### src/rtl/pio_in_pkg.sv
// Shared constants and types for the parametrised Avalon-MM input PIO.
package pio_in_pkg;

   // Register map (word addresses on the 2-bit address bus)
   localparam logic [1:0] ADDR_DATA    = 2'd0;
   localparam logic [1:0] ADDR_RSVD    = 2'd1;
   localparam logic [1:0] ADDR_IRQMASK = 2'd2;
   localparam logic [1:0] ADDR_EDGECAP = 2'd3;

   // EDGE_MODE encodings
   localparam int EDGE_RISE = 0;
   localparam int EDGE_FALL = 1;
   localparam int EDGE_ANY  = 2;

   // Init sequencer: wait for the synchronisers to fill, load once, then run
   typedef enum logic [1:0] {
      ST_INIT = 2'd0,
      ST_LOAD = 2'd1,
      ST_RUN  = 2'd2
   } init_state_e;

endpackage

### src/rtl/pio_in_filter_bit.sv
// One input bit: synchroniser chain, debounce counter, filtered value and
// its one-cycle-delayed copy used for edge detection.
module pio_in_filter_bit
   import pio_in_pkg::*;
#(
   parameter int SYNC_STAGES     = 2,
   parameter int DEBOUNCE_CYCLES = 0
) (
   input  logic        clk,
   input  logic        reset_n,
   input  logic        pin,
   input  init_state_e state,
   output logic        stable,
   output logic        stable_prev
);

   localparam int CNT_W = (DEBOUNCE_CYCLES > 0) ? $clog2(DEBOUNCE_CYCLES + 1) : 1;
   localparam logic [CNT_W-1:0] CNT_LAST = CNT_W'(DEBOUNCE_CYCLES - 1);

   logic [SYNC_STAGES-1:0] sync_q, sync_d;
   logic [CNT_W-1:0]       cnt_q, cnt_d;
   // stable_q is the accepted (filtered) value; stable_dly_q is that value one cycle later
   logic                   stable_q, stable_d;
   logic                   stable_dly_q, stable_dly_d;
   logic                   s;

   assign s           = sync_q[SYNC_STAGES-1];
   assign stable      = stable_q;
   assign stable_prev = stable_dly_q;

   // Shift the raw pin into the synchroniser chain
   always_comb begin
      sync_d = {sync_q[SYNC_STAGES-2:0], pin};
   end

   // Debounce: accept a change only after it has held long enough; LOAD seeds both copies
   always_comb begin
      // NOTE: every output of a combinational block gets a default first, so no path can infer a latch.
      cnt_d        = cnt_q;
      stable_d     = stable_q;
      stable_dly_d = stable_dly_q;
      case (state)
         ST_LOAD: begin
            stable_d     = s;
            stable_dly_d = s;
            cnt_d        = '0;
         end
         ST_RUN: begin
            stable_dly_d = stable_q;
            if (DEBOUNCE_CYCLES == 0) begin
               stable_d = s;
            end else if (s == stable_q) begin
               cnt_d = '0;
            end else if (cnt_q >= CNT_LAST) begin
               stable_d = s;
               cnt_d    = '0;
            end else begin
               cnt_d = cnt_q + CNT_W'(1);
            end
         end
         default: ;
      endcase
   end

   // Per-bit state registers
   always_ff @(posedge clk or negedge reset_n) begin
      // NOTE: reset is asynchronous active-low; all state uses non-blocking assignments so flops update together.
      if (!reset_n) begin
         sync_q       <= '0;
         cnt_q        <= '0;
         stable_q     <= 1'b0;
         stable_dly_q <= 1'b0;
      end else begin
         sync_q       <= sync_d;
         cnt_q        <= cnt_d;
         stable_q     <= stable_d;
         stable_dly_q <= stable_dly_d;
      end
   end

endmodule

### src/rtl/pio_in_edge.sv
// Avalon-MM input PIO: filtered inputs, per-bit edge capture with
// write-1-to-clear, maskable level interrupt, registered read data.
module pio_in_edge
   import pio_in_pkg::*;
#(
   parameter int WIDTH           = 8,
   parameter int SYNC_STAGES     = 2,
   parameter int DEBOUNCE_CYCLES = 0,
   parameter int EDGE_MODE       = 0
) (
   input  logic             clk,
   input  logic             reset_n,
   input  logic [1:0]       address,
   input  logic             chipselect,
   input  logic             write_n,
   input  logic [WIDTH-1:0] writedata,
   input  logic [WIDTH-1:0] in_port,
   output logic [WIDTH-1:0] readdata,
   output logic             irq
);

   localparam int INIT_W = $clog2(SYNC_STAGES + 1);
   localparam logic [INIT_W-1:0] INIT_LAST = INIT_W'(SYNC_STAGES - 1);

   init_state_e       state_q, state_d;
   logic [INIT_W-1:0] init_cnt_q, init_cnt_d;
   logic              edge_en;

   logic [WIDTH-1:0]  stable, stable_prev;
   logic [WIDTH-1:0]  rise, fall, edge_hit, clr;
   logic [WIDTH-1:0]  edgecap_q, edgecap_d;
   logic [WIDTH-1:0]  irqmask_q, irqmask_d;
   logic [WIDTH-1:0]  readdata_q, readdata_d;
   logic              irq_q, irq_d;
   logic              wr_en;

   assign readdata = readdata_q;
   assign irq      = irq_q;

   // Init FSM state register
   always_ff @(posedge clk or negedge reset_n) begin
      if (!reset_n) begin
         state_q    <= ST_INIT;
         init_cnt_q <= '0;
      end else begin
         state_q    <= state_d;
         init_cnt_q <= init_cnt_d;
      end
   end

   // Init FSM next state: let the synchronisers fill, load once, then run forever
   always_comb begin
      state_d    = state_q;
      init_cnt_d = init_cnt_q;
      case (state_q)
         ST_INIT: begin
            if (init_cnt_q == INIT_LAST) state_d = ST_LOAD;
            else                         init_cnt_d = init_cnt_q + INIT_W'(1);
         end
         ST_LOAD: state_d = ST_RUN;
         default: state_d = ST_RUN;
      endcase
   end

   // Init FSM outputs: edges only count once both filtered copies are valid
   always_comb begin
      edge_en = (state_q == ST_RUN);
   end

   for (genvar i = 0; i < WIDTH; i++) begin : g_bit
      pio_in_filter_bit #(
         .SYNC_STAGES    (SYNC_STAGES),
         .DEBOUNCE_CYCLES(DEBOUNCE_CYCLES)
      ) u_filter (
         .clk        (clk),
         .reset_n    (reset_n),
         .pin        (in_port[i]),
         .state      (state_q),
         .stable     (stable[i]),
         .stable_prev(stable_prev[i])
      );
   end

   // Edge select, register writes, read mux and interrupt
   always_comb begin
      rise = stable & ~stable_prev;
      fall = ~stable & stable_prev;
      case (EDGE_MODE)
         EDGE_RISE: edge_hit = rise;
         EDGE_FALL: edge_hit = fall;
         default:   edge_hit = rise | fall;
      endcase
      if (!edge_en) edge_hit = '0;

      wr_en     = chipselect && !write_n;
      clr       = (wr_en && address == ADDR_EDGECAP) ? writedata : '0;
      // A new edge on the same cycle as its clear keeps the bit set
      edgecap_d = (edgecap_q & ~clr) | edge_hit;
      irqmask_d = (wr_en && address == ADDR_IRQMASK) ? writedata : irqmask_q;

      case (address)
         ADDR_DATA:    readdata_d = stable;
         ADDR_RSVD:    readdata_d = '0;
         ADDR_IRQMASK: readdata_d = irqmask_q;
         ADDR_EDGECAP: readdata_d = edgecap_q;
         default:      readdata_d = '0;
      endcase

      irq_d = |(edgecap_q & irqmask_q);
   end

   // Register file, read data and interrupt flops
   always_ff @(posedge clk or negedge reset_n) begin
      if (!reset_n) begin
         edgecap_q  <= '0;
         irqmask_q  <= '0;
         readdata_q <= '0;
         irq_q      <= 1'b0;
      end else begin
         edgecap_q  <= edgecap_d;
         irqmask_q  <= irqmask_d;
         readdata_q <= readdata_d;
         irq_q      <= irq_d;
      end
   end

endmodule

### config.mk
export PLATFORM = sky130hd
export DESIGN_NAME = pio_in_edge
export DESIGN_NICKNAME = d
export VERILOG_FILES = /design/src/rtl/pio_in_pkg.sv /design/src/rtl/pio_in_filter_bit.sv /design/src/rtl/pio_in_edge.sv
export SDC_FILE = /design/constraint.sdc
export NUM_CORES = 1
export LEC_CHECK = 0
export ABC_AREA = 1
export CORE_MARGIN = 2
export CORE_UTILIZATION = 54
export CTS_CLUSTER_SIZE = 20
export DETAILED_ROUTE_END_ITERATION = 8
export PLACE_DENSITY = 0.78
export SLEW_MARGIN = 20
export SYNTH_ARGS = -nofsm -noshare
export SYNTH_HDL_FRONTEND = slang
export SYNTH_SLANG_ARGS = --single-unit
export TNS_END_PERCENT = 20
### constraint.sdc
create_clock -name clk -period 1.6 [get_ports clk]
set_input_delay 0.16 -clock clk [delete_from_list [all_inputs] [get_ports clk]]
set_output_delay 0.16 -clock clk [all_outputs]
set_load 0.02 [all_outputs]
run_1/placement.png
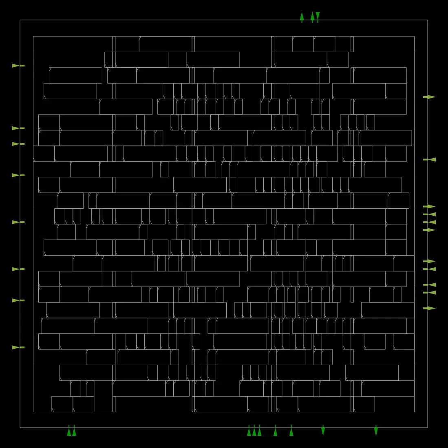
core area: 4320 um^2
fin util: 68.4%
flip-flops: 61
n_taps: 52

run_1/flops_by_reg.png
The bar under the picture is 20 um long. Other sequential cells in the stronger gray, the rest of the logic in the fainter gray.
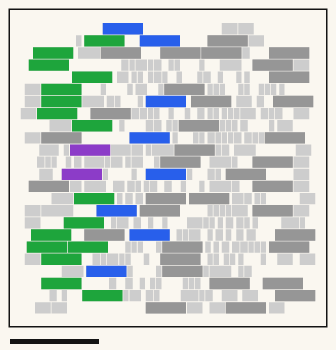
signal	color	flops
state_q	purple	2
g_bit.u_filter.sync_q	green	16
g_bit.u_filter.stable_prev	blue	8
not colored	35
P_seq: 1.73 mW
Seq/total area: 51.6%
Flop area: 1530 um^2

run_1/layer_met3.png
The bar under the picture is 20 um long.
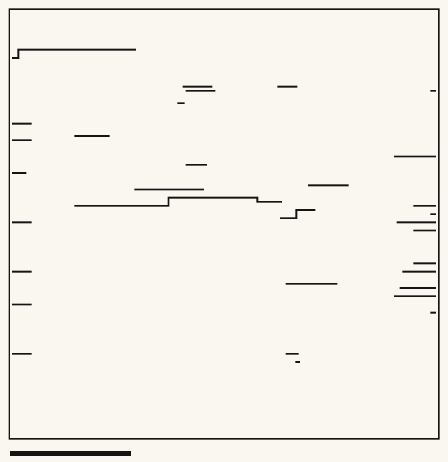
share of all routed wire	4.3%
wire length on this layer	178 um
nets with wire on the layer	27
longest straight run	19.3 um
main direction	horizontal
M3 GR Usage: 4.27%
routed vias: 1705
final WL: 4140 um

-- run 1: cell families after synthesis --
family | after synthesis | share of synthesized area, %
xor gates and xnor gates | 1 | 0.363
and+or+nand+nor | 141 | 24.7
AOI/OAI and AO/OA | 20 | 4.98
DFF | 61 | 63.3
buffers and inverters | 24 | 5.08
adders and majority gates | 3 | 1.56
-- run 1: timing repair --
item	CTS	global route
hold buffers	1	0
endpoints found under the hold margin	17	0
resized	0	0
buffers inserted	0	0
-- run 1: synthesized netlist by cell type --
cell type | count | area [um^2]
nor2_4 | 2 | 22.5
buf_6 | 2 | 22.5
nand2_2 | 1 | 6.26
clkbuf_8 | 1 | 13.8
buf_2 | 3 | 15.0
nand2_1 | 96 | 360
ha_1 | 3 | 37.5
o21a_1 | 1 | 7.51
nor2_1 | 10 | 37.5
clkinv_1 | 1 | 3.75
nand3_1 | 30 | 150
nand3_2 | 2 | 20.0
xnor2_1 | 1 | 8.76
dfrtp_1 | 61 | 1530
inv_2 | 1 | 3.75
inv_1 | 15 | 56.3
o211ai_1 | 7 | 52.6
o21ai_0 | 12 | 60.1
buf_4 | 1 | 7.51
-- run 1: power by group through the flow --
| stage | sequential [mW] | clock, mW | combinational [mW] |
|---|---|---|---|
| 2_1_floorplan | 1.77 | 0 | 0.160 |
| 3_3_place_gp | 1.75 | 0 | 0.356 |
| 3_5_place_dp | 1.76 | 0 | 0.366 |
| 4_1_cts | 1.73 | 1.23 | 0.370 |
| 5_1_grt | 1.74 | 1.30 | 0.413 |
| 6_report | 1.73 | 1.20 | 0.363 |
-- run 1: layer usage --
metal	vias up	part of all wire [%]
met2	44	47
met5	-	0
met4	0	1.6
met1	778	47
li1	878	-
met3	5	4.3
==> impl_metrics.env, run 1 <==
# yosys + openroad results
export IMPL_grt_max_degree=45
export IMPL_p_seq_share_pct=52.6
export IMPL_critPathBufInv=1
export IMPL_grt_met1_usage_pct=24.4
export IMPL_port_buffers=30
export IMPL_layout_drive_gt1_share_pct=8.81
export IMPL_final_clk_cell_share_pct=6.00
export IMPL_mostFrequentLayoutCell="nand2_1"
export IMPL_rsz0062_at_grt="no"
export IMPL_antennaDiodeCount=0
export IMPL_ys_flops=61
export IMPL_finalHoldViolations=0
export IMPL_h_tree_depth=3
export IMPL_outcome="finished clean"
export IMPL_final_area_um2=2960
export IMPL_crit_path_start="readdata[2]"
export IMPL_comb_multi_input_count=165
export IMPL_busiest_layer="met2"
export IMPL_synth_area_um2=2410
export IMPL_clk_pin_slew_worst_paths_ps=60
export IMPL_first_iter_violations=160
export IMPL_grt_pass1_vias=1645
export IMPL_use_met2_pct=28.9
export IMPL_die_y_um=70.8
export IMPL_combGateArea_um2=763
export IMPL_r2r_setup_slack_ps=310
export IMPL_globalplace_congestion=0.754
export IMPL_grt_pass1_wl_um=7160
export IMPL_setup_slack_ps=188
export IMPL_p_sw_mw=0.785
export IMPL_holdPathEnd="g_bit[1].u_filter.sync_q[0]"
export IMPL_synth_yosys_seq_area_share_pct=63.3
export IMPL_via_per_inst=4.91
export IMPL_cts_tree="done"
export IMPL_dp_hpwl_um=2910
export IMPL_r2r_start="state_q[0]"
export IMPL_antenna_left=0
export IMPL_largest_register="g_bit.u_filter.sync_q"
export IMPL_power_frac_clock_pct=36.4
export IMPL_cts_buffers=9
export IMPL_layout_top_cells="96 x nand2_1, 61 x dfrtp_1, 30 x nand3_1"
export IMPL_power_frac_comb_pct=11.0
export IMPL_areaGrowthSynthToFinish_pct=22.7
export IMPL_slowest_stage="clkdlybuf4s50_1"
export IMPL_hold_path_class="in2reg"
export IMPL_dpl_instance_area_um2=2770
export IMPL_crit_family="buffers and inverters"
export IMPL_buffer_area_share_pct=12.3
export IMPL_syn_area_per_cell_um2=9.65
export IMPL_dominant_cells="flip-flops and latches"
export IMPL_fin_cells=347
export IMPL_syn_inst=250
export IMPL_dieWidth_um=70.8
export IMPL_overflow=0
export IMPL_cts_path_max_buffers=2
export IMPL_rows=24
export IMPL_post_drt_wl_per_cell_um=11.9
export IMPL_clk_latency_ps=330
export IMPL_ff2ff_path_depth=5
export IMPL_cts_root_buf="clkbuf_8"
export IMPL_drv_slew=0
export IMPL_fp_util_pct=55.8
export IMPL_p_leak_nw=1.43
export IMPL_swShare_pct=23.9
export IMPL_finalWorstPathRequiredPeriod_ps=1410
export IMPL_yosys_area_um2=2410
export IMPL_dr_pass1_iters=4
export IMPL_startpoint_type="register"
export IMPL_endpoint="readdata[2]"
export IMPL_crit_fanout=1
export IMPL_sh_comb_area_pct=25.8
export IMPL_largest_reg_flops=16
export IMPL_yosysWarnings=0
export IMPL_cp_end_kind="primary output"
export IMPL_drcViolationCount=0
export IMPL_grt_total_usage_pct=18.8
export IMPL_hold_path_depth=1
export IMPL_clkbuf_count=14
export IMPL_worst_pin_slew_ps=442
export IMPL_signal_buffers=37
export IMPL_nNonClkInverters=17
export IMPL_nets=316
run_1/cell_density.png
7 x 7 tiles, from white (low) to dark blue (high), 0 to 100% covered.
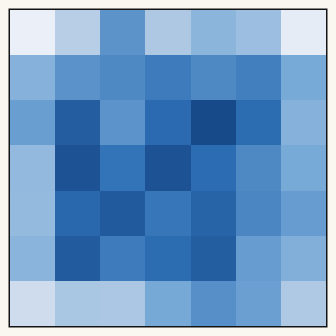

==> run 2, diff against run 1 <==
CORE_MARGIN = 4   (was 2)
run_2/cell_density.png
7 x 7 tiles, from white (low) to dark blue (high), 0 to 100% covered.
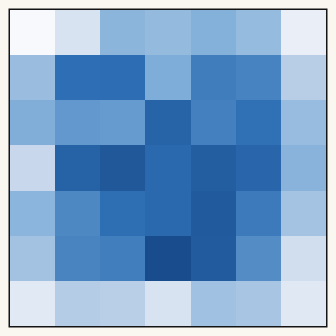
mean over tiles	52%
densest ninth of the die	center
fullest tile	89%
tiles over 75% full	22%
Pre-Place Util: 55.8%
fin util: 69.0%

==> run 2 against run 1 <==
Sequential power is essentially flat. Maximum frequency is essentially flat. Clock power is essentially flat. Power grew 1.2%. Clock skew grew 2.0 ps. Non-clock buffer count grew 3. Hold slack gained 5.2 ps. Setup slack gained 0.92 ps. Register-to-register slack is essentially flat. Synthesized cell count is the same. Die size grew 12%. Critical endpoint is now readdata[4].
==> impl_metrics.env, run 2 <==
# yosys + openroad results
export IMPL_antennaDiodeCount=0
export IMPL_yosysWarnings=0
export IMPL_mostFrequentLayoutCell="nand2_1"
export IMPL_cp_end_kind="primary output"
export IMPL_holdPathEnd="g_bit[1].u_filter.sync_q[0]"
export IMPL_clk_pin_slew_worst_paths_ps=60
export IMPL_cts_path_max_buffers=2
export IMPL_largest_area_cell="dfrtp_1"
export IMPL_synth_area_um2=2410
export IMPL_grt_pass1_vias=1687
export IMPL_power_frac_comb_pct=11.2
export IMPL_post_drt_wl_per_cell_um=12.5
export IMPL_swShare_pct=24.6
export IMPL_fin_cells=350
export IMPL_ff2ff_path_depth=5
export IMPL_r2r_start="state_q[0]"
export IMPL_grt_max_degree=25
export IMPL_power_frac_clock_pct=36.9
export IMPL_flop_area_um2=1530
export IMPL_slowest_stage="clkdlybuf4s50_1"
export IMPL_dpl_instance_area_um2=2790
export IMPL_p_sw_mw=0.820
export IMPL_grt_pass1_wl_um=7470
export IMPL_critPathBufInv=1
export IMPL_layout_drive_gt1_share_pct=9.73
export IMPL_syn_area_per_cell_um2=9.65
export IMPL_via_per_inst=5.07
export IMPL_worst_pin_slew_ps=566
export IMPL_dr_pass1_iters=5
export IMPL_drcViolationCount=0
export IMPL_overflow=0
export IMPL_cts_buffers=9
export IMPL_ys_top_cells_by_area="dfrtp_1 63%, nand2_1 15%, nand3_1 6.2%, o21ai_0 2.5%, inv_1 2.3%"
export IMPL_yosys_top_cells_count="96 x nand2_1, 61 x dfrtp_1, 30 x nand3_1, 15 x inv_1, 12 x o21ai_0"
export IMPL_hold_path_depth=1
export IMPL_p_seq_share_pct=51.9
export IMPL_dp_hpwl_um=3120
export IMPL_cts_root_buf="clkbuf_8"
export IMPL_dieWidth_um=74.8
export IMPL_post_synth_top_count_cell="nand2_1"
export IMPL_drv_slew=0
export IMPL_finalHoldViolations=0
export IMPL_port_buffers=30
export IMPL_clk_latency_ps=330
export IMPL_hold_path_class="in2reg"
export IMPL_largest_reg_flops=16
export IMPL_synth_yosys_seq_area_share_pct=63.3
export IMPL_die_y_um=74.8
export IMPL_ys_flops=61
export IMPL_r2r_setup_slack_ps=300
export IMPL_nets=319
export IMPL_outcome="finished clean"
export IMPL_core_area_um2=4320
export IMPL_globalplace_congestion=0.786
export IMPL_crit_fanout=1
export IMPL_antenna_left=0
export IMPL_h_tree_depth=3
export IMPL_top_area_share_pct=63.3
export IMPL_flop_cell="dfrtp_1"
export IMPL_edf_count=0
export IMPL_finalWorstPathRequiredPeriod_ps=1410
export IMPL_crit_family="buffers and inverters"
export IMPL_startpoint_type="register"
run_2/flops_by_reg.png
The bar under the picture is 20 um long. Other sequential cells in the stronger gray, the rest of the logic in the fainter gray.
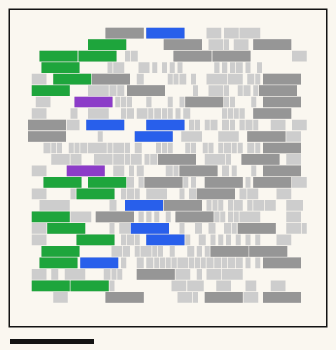
signal	color	flops
g_bit.u_filter.stable_prev	blue	8
state_q	purple	2
g_bit.u_filter.sync_q	green	16
not colored	35
Seq/total area: 51.2%

[run 2: cell types whose count changed in the layout (fill, tap and decap cells not counted), sizes merged]
cell,previous run,this run
buf,7,10
[run 2: layout make-up]
type / instances / area share (%)
clock buffers: 14 / 5.79
clock inverters: 1 / 0.168
inverters: 17 / 2.14
multi-input cells: 165 / 25.6
flip-flops and latches: 61 / 51.2
well taps: 52 / 2.18
repair buffers: 40 / 12.9
[run 2: cells by family after synthesis]
| logic type | Yosys count | share of synthesized area (%) |
|---|---|---|
| AOI/OAI and AO/OA | 20 | 4.98 |
| adders and majority gates | 3 | 1.56 |
| xor gates and xnor gates | 1 | 0.363 |
| and+or+nand+nor | 141 | 24.7 |
| DFF | 61 | 63.3 |
| buffers and inverters | 24 | 5.08 |
[run 2: layer usage]
metal	global-route usage [%]	routed length, um
met4	10.1	38
met5	0	0
met2	27.5	2080
met3	6.41	243
met1	23.5	2020
[run 2: power by group through the flow]
stage                     clock network (mW)  registers (mW)  logic [mW]
after detailed placement                   0            1.76       0.375
after CTS                               1.26            1.73       0.378
after global placement                     0            1.75       0.365
final                                   1.23            1.73       0.372
after floorplan                            0            1.77       0.160
after global routing                    1.34            1.74       0.421
[run 2: stage by stage]
stage	worst slack (ps)	hold WS, ps
detailed placement	224	185
CTS	157	251
floorplan	413	-136
global placement	275	187
finish	189	271
global route	122	244
[run 2: what timing repair did]
item | 4_1_cts | 5_1_grt
hold buffers | 1 | 0
buffers inserted | 0 | 0
hold endpoints to repair | 22 | 0
gates resized | 0 | 0
No activity file was given, so power comes from the tool's default toggle rates.
